Run 1, I/O pins on the die edge:
Pins as bars across the die edge, other pins in grey.
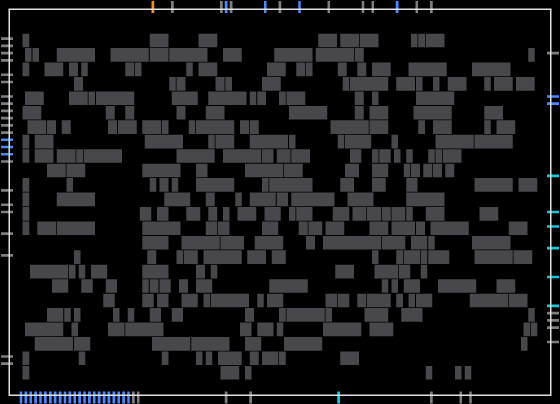
Run 1, metal layers overlaid:
Two of the layers only.
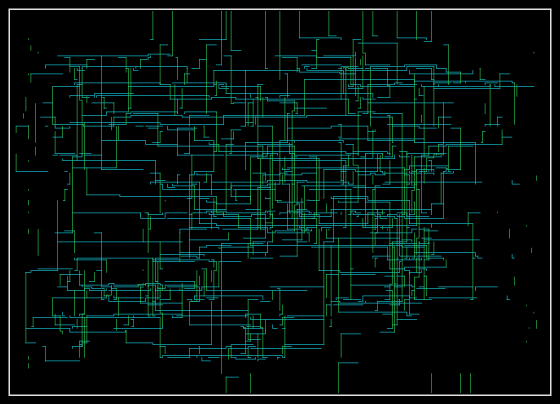
Run 1, sequential cells coloured by netlist name:
Scale bar: 20 um. Other sequential cells in the stronger grey, the rest of the logic in the fainter grey.
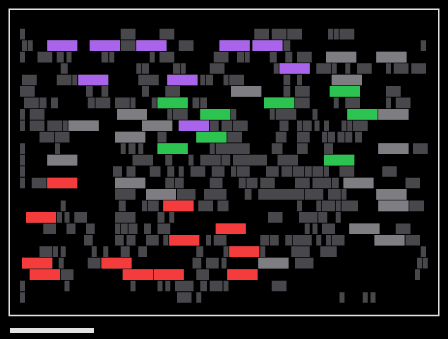
[src/rtl/soc_pkg.sv]
// Shared SOC definitions: IO address of the seven-segment peripheral,
// CTRL register layout and the hex-digit segment patterns.
package soc_pkg;

   localparam logic [31:0] SEVEN_SEG_ADDR = 32'h0000_0400;

   localparam int VALUE_LSB   = 0;
   localparam int VALUE_WIDTH = 8;
   localparam int ENABLE_BIT  = 8;

   // Active-high patterns in gfedcba order; entry N is the glyph for hex digit N.
   localparam logic [15:0][6:0] HEX_PATTERNS = {
      7'h71, 7'h79, 7'h5E, 7'h39, 7'h7C, 7'h77, 7'h6F, 7'h7F,
      7'h07, 7'h7D, 7'h6D, 7'h66, 7'h4F, 7'h5B, 7'h06, 7'h3F
   };

   typedef enum logic {
      ST_SHOW  = 1'b0,
      ST_BLANK = 1'b1
   } disp_state_t;

   function automatic logic [31:0] ctrl_word(input logic [VALUE_WIDTH-1:0] value,
                                             input logic                   enable);
      logic [31:0] word;
      word                             = '0;
      word[VALUE_LSB +: VALUE_WIDTH]   = value;
      word[ENABLE_BIT]                 = enable;
      return word;
   endfunction

   function automatic logic [6:0] drive_polarity(input logic [6:0] pattern,
                                                 input logic       active_low);
      return active_low ? ~pattern : pattern;
   endfunction

endpackage

[src/rtl/hex_to_7seg.sv]
// Combinational hex nibble to seven-segment decoder, active-high output;
// the board polarity is applied by the caller.
module hex_to_7seg
   import soc_pkg::*;
(
   input  logic [3:0] nibble,
   output logic [6:0] pattern
);

   assign pattern = HEX_PATTERNS[nibble];

endmodule

[src/rtl/seven_segment_driver.sv]
// Memory-mapped dual-digit seven-segment driver: CTRL register on the IO bus,
// frame-aligned shadow copy, and a SHOW/BLANK multiplexer with registered outputs.
module seven_segment_driver
   import soc_pkg::*;
#(
   parameter int REFRESH_DIV  = 4096,
   parameter int BLANK_CYCLES = 16,
   parameter bit ACTIVE_LOW   = 1'b1
) (
   input  logic        CLK,
   input  logic        RESET,
   input  logic        sel,
   input  logic        wstrb,
   input  logic        rstrb,
   input  logic [31:0] wdata,
   input  logic [3:0]  wmask,
   output logic [31:0] rdata,
   output logic [6:0]  segment_display,
   output logic        segment_select
);

   localparam int CNT_MAX = (REFRESH_DIV > BLANK_CYCLES) ? REFRESH_DIV : BLANK_CYCLES;
   localparam int CNT_W   = $clog2(CNT_MAX);
   localparam logic [CNT_W-1:0] SHOW_LAST  = CNT_W'(REFRESH_DIV - 1);
   localparam logic [CNT_W-1:0] BLANK_LAST = CNT_W'(BLANK_CYCLES - 1);

   logic [VALUE_WIDTH-1:0] value_reg, value_next;
   logic                   enable_reg, enable_next;
   logic [31:0]            rdata_reg, rdata_next;
   logic [VALUE_WIDTH-1:0] shadow_val_reg, shadow_val_next;
   logic                   shadow_en_reg, shadow_en_next;
   disp_state_t            state_reg, state_next;
   logic [CNT_W-1:0]       counter_reg, counter_next;
   logic                   digit_reg, digit_next;
   logic                   select_reg;
   logic [6:0]             display_reg, display_next;
   logic                   shadow_load;
   logic [3:0]             nibble;
   logic [6:0]             glyph;
   logic                   bus_unused;

   // Upper data bits and the upper byte enables have no destination in CTRL.
   assign bus_unused = ^{wdata[31:9], wmask[3:2]};

   // ---------------- bus side: CTRL write and registered read ----------------
   always_comb begin
      value_next  = value_reg;
      enable_next = enable_reg;
      rdata_next  = rdata_reg;
      if (sel && rstrb) begin
         rdata_next = ctrl_word(value_reg, enable_reg);
      end
      if (sel && wstrb) begin
         if (wmask[0]) value_next  = wdata[VALUE_LSB +: VALUE_WIDTH];
         if (wmask[1]) enable_next = wdata[ENABLE_BIT];
      end
   end

   // ---------------- display multiplexer ----------------
   always_comb begin
      state_next   = state_reg;
      counter_next = counter_reg + CNT_W'(1);
      digit_next   = digit_reg;
      shadow_load  = 1'b0;
      case (state_reg)
         ST_SHOW: begin
            if (counter_reg == SHOW_LAST) begin
               counter_next = '0;
               state_next   = ST_BLANK;
            end
         end
         ST_BLANK: begin
            if (counter_reg == BLANK_LAST) begin
               counter_next = '0;
               digit_next   = ~digit_reg;
               state_next   = ST_SHOW;
               // Leaving digit 1 means entering digit 0: a new frame starts.
               shadow_load  = digit_reg;
            end
         end
         default: begin
            counter_next = '0;
            state_next   = ST_BLANK;
         end
      endcase
   end

   always_comb begin
      shadow_val_next = shadow_val_reg;
      shadow_en_next  = shadow_en_reg;
      if (shadow_load) begin
         shadow_val_next = value_reg;
         shadow_en_next  = enable_reg;
      end
   end

   // Outputs are decoded from the next-state view so that the registered
   // segments and digit select switch together with the FSM.
   assign nibble = digit_next ? shadow_val_next[7:4] : shadow_val_next[3:0];

   hex_to_7seg u_hex_to_7seg (
      .nibble  (nibble),
      .pattern (glyph)
   );

   always_comb begin
      display_next = drive_polarity(7'b0, ACTIVE_LOW);
      if (state_next == ST_SHOW && shadow_en_next) begin
         display_next = drive_polarity(glyph, ACTIVE_LOW);
      end
   end

   always_ff @(posedge CLK) begin
      if (RESET) begin
         value_reg      <= '0;
         enable_reg     <= 1'b0;
         rdata_reg      <= '0;
         shadow_val_reg <= '0;
         shadow_en_reg  <= 1'b0;
         state_reg      <= ST_BLANK;
         counter_reg    <= '0;
         digit_reg      <= 1'b1;
         select_reg     <= 1'b1;
         display_reg    <= drive_polarity(7'b0, ACTIVE_LOW);
      end else begin
         value_reg      <= value_next;
         enable_reg     <= enable_next;
         rdata_reg      <= rdata_next;
         shadow_val_reg <= shadow_val_next;
         shadow_en_reg  <= shadow_en_next;
         state_reg      <= state_next;
         counter_reg    <= counter_next;
         digit_reg      <= digit_next;
         select_reg     <= digit_next;
         display_reg    <= display_next;
      end
   end

   assign rdata           = rdata_reg;
   assign segment_display = display_reg;
   assign segment_select  = select_reg;

endmodule
[config.mk]
export PLATFORM = sky130hd
export DESIGN_NAME = seven_segment_driver
export DESIGN_NICKNAME = d
export VERILOG_FILES = /design/src/rtl/soc_pkg.sv /design/src/rtl/hex_to_7seg.sv /design/src/rtl/seven_segment_driver.sv
export SDC_FILE = /design/constraint.sdc
export NUM_CORES = 1
export LEC_CHECK = 0
export CAP_MARGIN = 20
export CELL_PAD_IN_SITES_DETAIL_PLACEMENT = 0
export CELL_PAD_IN_SITES_GLOBAL_PLACEMENT = 1
export CORE_ASPECT_RATIO = 0.7
export CORE_MARGIN = 2
export CORE_UTILIZATION = 36
export DETAILED_ROUTE_END_ITERATION = 10
export PLACE_DENSITY_LB_ADDON = 0.15
export SLEW_MARGIN = 25
export SYNTH_ARGS = -nofsm -noshare
export SYNTH_HDL_FRONTEND = slang
export SYNTH_SLANG_ARGS = --single-unit
[constraint.sdc]
create_clock -name CLK -period 4.3 [get_ports CLK]
set_input_delay 0.645 -clock CLK [delete_from_list [all_inputs] [get_ports CLK]]
set_output_delay 0.645 -clock CLK [all_outputs]
set_load 0.005 [all_outputs]
==> ci_impl_report.md, run 1 <==
## PnR job results

| Metric | Value |
|---|---|
| Status | `finished, final reports clean` |
| Grt peak-use layer | `met1` |
| Worst EP arrival | `3620 ps` |
| Synth cell count leaders | `48 x dfxtp_1, 34 x nor2_1, 24 x buf_4, 24 x nand2_1, 20 x mux2i_1` |
| Post-synthesis cell type count | `41` |
| Tap cells | `91` |
| Seq share, synth | `39.96%` |
| Die Wd | `101.7 um` |
| H-tree level count | `2` |
| CP top delay family | `multiplexers` |
| Tool warnings | `56` |
| Met3 usage | `3.950%` |
| YS chip area | `0.002405 sq mm` |
| Post-synthesis simple-gate area fraction | `19.72%` |
| Sequential cell count | `48` |
| Final slew viol count | `0` |
| GP Congestion | `0.8031` |
| Main area contributors | `dfxtp_1 40%, mux2i_1 8.3%, buf_4 7.5%` |
| Hold Path Origin | `rdata[7]` |
| Setup-failing EPs final | `0` |
| Tcrit/Tclk final | `80.26%` |
| WS Path Type | `reg -> reg` |
| Max Clk Rate | `289.8 MHz` |
| Num CTS Buffers | `5` |
| Post-DR vias/cell | `4.678` |
| Hold buffers post-CTS | `0` |
| RSZ-0062 raised after global routing | `false` |
| Slew HR | `60.86%` |
| Row count | `24` |
| Fin crit period | `3451 ps` |
| Worst path buffer plus inverter count | `4` |
| MaxCap Viol Count | `0` |
| Yosys top cell by area | `dfxtp_1` |
| Buffering overhead | `12.04%` |
| CP peak stage delay | `400 ps` |
| Worst Setup SP | `counter_reg[0]` |
| Clock Buffer Count | `7` |
| Metal3 WL | `306 um` |
| Combinational gates | `204` |
| CTS root buf | `clkbuf_8` |
| GR Util All Layers | `15.03%` |
| Main synth FF type | `dfxtp_1` |
| Ao+oa area frac | `9.573%` |
| Seq area share | `33.74%` |
| Worst min path class | `reg -> reg` |
| Worst clock skew | `5.777 ps` |
| Global routing usage on met2 | `20.69%` |
| CTS Sinks | `48` |
| PnR Total Power | `0.0008560 W` |
| Crit-path cells | `ha_1 -> and3_1 -> nand3_1 -> inv_1 -> ha_1 -> nand2_1 -> buf_4 -> mux2i_1 -> mux2i_1 -> inv_1 -> ha_1 -> inv_1 -> o211ai_1 -> mux2i_1 -> o32a_1 -> o21ai_0` |
| Tightest Pin Transition | `585.4 ps` |
| Worst EP required | `4470 ps` |
| Vias after detailed routing | `1848` |
| DRC Markers | `0` |
| First-pass GRT wire length | `8.749 mm` |
| Final Util | `44.94%` |
| # Cells Yosys | `274` |
| Worst skew pair latency | `300 ps` |
-- 'I/O pins on the die edge' (at the start) --
| port | colour | pins | direction | edge |
|---|---|---|---|---|
| rstrb | orange | 1 | input | top |
| segment_display | cyan | 7 | output | 6 right, 1 bottom |
| wdata | blue | 32 | input | 23 bottom, 4 top, 3 left, 2 right |

-- 'metal layers overlaid' (at the start) --
| layer | colour | wire length |
|---|---|---|
| metal 2 | green | 1930 um |
| metal 1 | cyan | 2760 um |

-- 'sequential cells coloured by netlist name' (at the start) --
| signal | colour | placed flops |
|---|---|---|
| counter_reg | red | 12 |
| rdata | purple | 9 |
| shadow_val_reg | green | 8 |

## run 1: per-stage QoR
| stage | cells | hold WS (ps) |
|---|---|---|
| 2_1_floorplan | 296 | 426.4 |
| 3_3_place_gp | 387 | 443.5 |
| 3_5_place_dp | 387 | 446.5 |
| 4_1_cts | 395 | 459.3 |
| 5_1_grt | 395 | 493.9 |
| 6_report | 395 | 457.0 |
## run 1: where the power goes
group,internal (W),switching (W)
Sequential,0.000450,0.00000696
Combinational,0.0000223,0.0000235
Clock,0.000205,0.000148
Total,0.000678,0.000178
## run 1: final timing paths
path	cells past startpoint	slack [ps]	endpoint
max reg2reg	16	850	segment_display[0]
max	16	850	segment_display[0]
min	2	460	rdata[7]
min reg2reg	2	460	rdata[7]
==> run 2: changes to the inputs <==
--- a/config.mk
+++ b/config.mk
@@ -10,7 +10,7 @@
 export CELL_PAD_IN_SITES_GLOBAL_PLACEMENT = 1
 export CORE_ASPECT_RATIO = 0.7
 export CORE_MARGIN = 2
-export CORE_UTILIZATION = 36
+export CORE_UTILIZATION = 33
 export DETAILED_ROUTE_END_ITERATION = 10
 export PLACE_DENSITY_LB_ADDON = 0.15
 export SLEW_MARGIN = 25
==> constraint.sdc (replaced) <==
create_clock -name CLK -period 3.57 [get_ports CLK]
set_input_delay 0.5355 -clock CLK [delete_from_list [all_inputs] [get_ports CLK]]
set_output_delay 0.5355 -clock CLK [all_outputs]
set_load 0.005 [all_outputs]
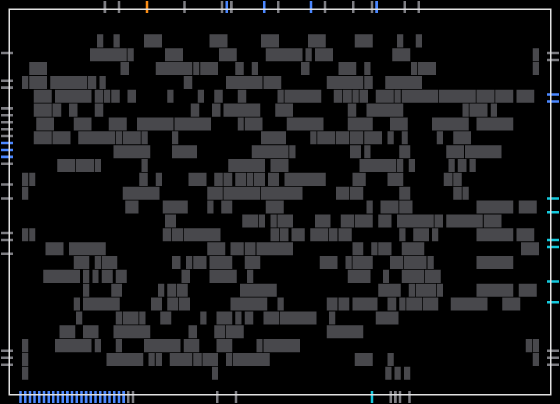
Run 2: I/O pins on the die edge
Pins as bars across the die edge, other pins in grey.
| port | colour | pins | direction | edge |
|---|---|---|---|---|
| rstrb | orange | 1 | input | top |
| wdata | blue | 32 | input | 23 bottom, 4 top, 3 left, 2 right |
| segment_display | cyan | 7 | output | 6 right, 1 bottom |
all pins by edge: 32 bottom, 20 left, 16 top, 13 right

==> ci_impl_report.md, run 2 <==
## PnR job results

| Metric | Value |
|---|---|
| Status | `finished, final reports clean` |
| Tool warnings | `56` |
| RSZ-0062 raised after global routing | `false` |
| Seq share, synth | `39.96%` |
| Hold buffers post-CTS | `0` |
| Worst min path class | `reg -> reg` |
| WS Path Type | `reg -> reg` |
| Final Util | `40.98%` |
| Detailed Place HPWL | `3.952 mm` |
| Hold Path Origin | `rdata[3]` |
| Hold WS | `456.1 ps` |
| Tcrit/Tclk final | `88.84%` |
| CP endpoint | `segment_display[0]` |
| Row count | `25` |
| FF-to-FF End | `segment_display[0]` |
| CP Max Fanout | `8` |
| M1 GR Usage | `20.97%` |
| Worst EP required | `3750 ps` |
| Slew HR | `60.95%` |
| Hold EP | `rdata[3]` |
| Die area | `0.007997 sq mm` |
| Yosys top cell by area | `dfxtp_1` |
| Grt peak-use layer | `met1` |
| Sw Share | `23.46%` |
| Comb. pwr | `0.0000558 W` |
| Setup-failing EPs final | `0` |
| GR Util All Layers | `13.77%` |
| Crit-path cells | `ha_1 -> and3_1 -> nand3_1 -> inv_1 -> ha_1 -> nand2_1 -> mux2i_1 -> mux2i_1 -> inv_1 -> ha_1 -> inv_1 -> o211ai_1 -> mux2i_1 -> o32a_1 -> o21ai_0` |
| Die Span Y | `75.42 um` |
| Met3 usage | `4.021%` |
| Final slew viol count | `0` |
| Pwr top | `registers` |
| I/O pin total | `81` |
| P_clk | `0.000312 W` |
| Seq pwr | `0.000551 W` |
| Register-to-register setup slack | `400 ps` |
| Switching power | `0.0002155 W` |
| # Cells Yosys | `274` |
| Synth cell count leaders | `48 x dfxtp_1, 34 x nor2_1, 24 x buf_4, 24 x nand2_1, 20 x mux2i_1` |
| Fin crit period | `3172 ps` |
| Post-Layout Cell Count | `401` |
| Worst Setup SP | `counter_reg[0]` |
| YS chip area | `0.002405 sq mm` |
| Die Wd | `106.0 um` |
| Max Clk Rate | `315.3 MHz` |
| Post-DR vias/cell | `4.628` |
| H-tree level count | `2` |
| First-pass GRT wire length | `8.583 mm` |
| Vias after detailed routing | `1856` |
| CP peak stage delay | `380 ps` |
| Main synth FF type | `dfxtp_1` |
| MaxCap Viol Count | `0` |
| Tightest Pin Transition | `584.2 ps` |
| CTS root buf | `clkbuf_8` |
| Reg2Reg Depth | `15` |
| GP Congestion | `0.8302` |
| Comb pwr share | `6.1%` |
| Register share of total power | `60.0%` |
| Main area contributors | `dfxtp_1 40%, mux2i_1 8.3%, buf_4 7.5%` |
| Pint | `0.0007030 W` |
| Worst EP arrival | `3350 ps` |
| Post-synthesis cell type count | `41` |
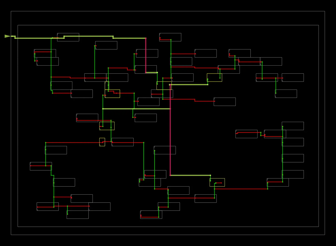
Run 2: clock routing
CTS Sinks: 48
worst clock skew: 3.550 ps
sequential cell count: 48
worst skew pair latency: 300 ps
Num CTS Buffers: 5

run 2: cell counts after synthesis:
Identical to the previous run, type by type.
run 2: cell type report:
class	instances	area share, %
clock buffers	6	2.562
repair buffers	39	13.16
clock inverters	1	0.1767
multi-input cells	204	44.83
well taps	94	4.152
flip-flops and latches	48	33.92
inverters	9	1.193
run 2: kinds of logic after synthesis:
kind of cell / synth area share [%]
and+or+nand+nor: 19.72
DFF: 39.96
buffers and inverters: 10.67
AOI/OAI and AO/OA: 9.574
muxes: 11.76
xor gates and xnor gates: 4.006
adders and majority gates: 4.162
other: 0.1559
run 2: worst max-delay path: cells and delay by family (launching register included):
family          cells  cell delay [ps]
fa+ha+maj           3              700
simple gates        3              670
mux                 3              640
flops               1              380
compound gates      3              340
buf+inv             3              320
Power is estimated from default activity; no workload was simulated.
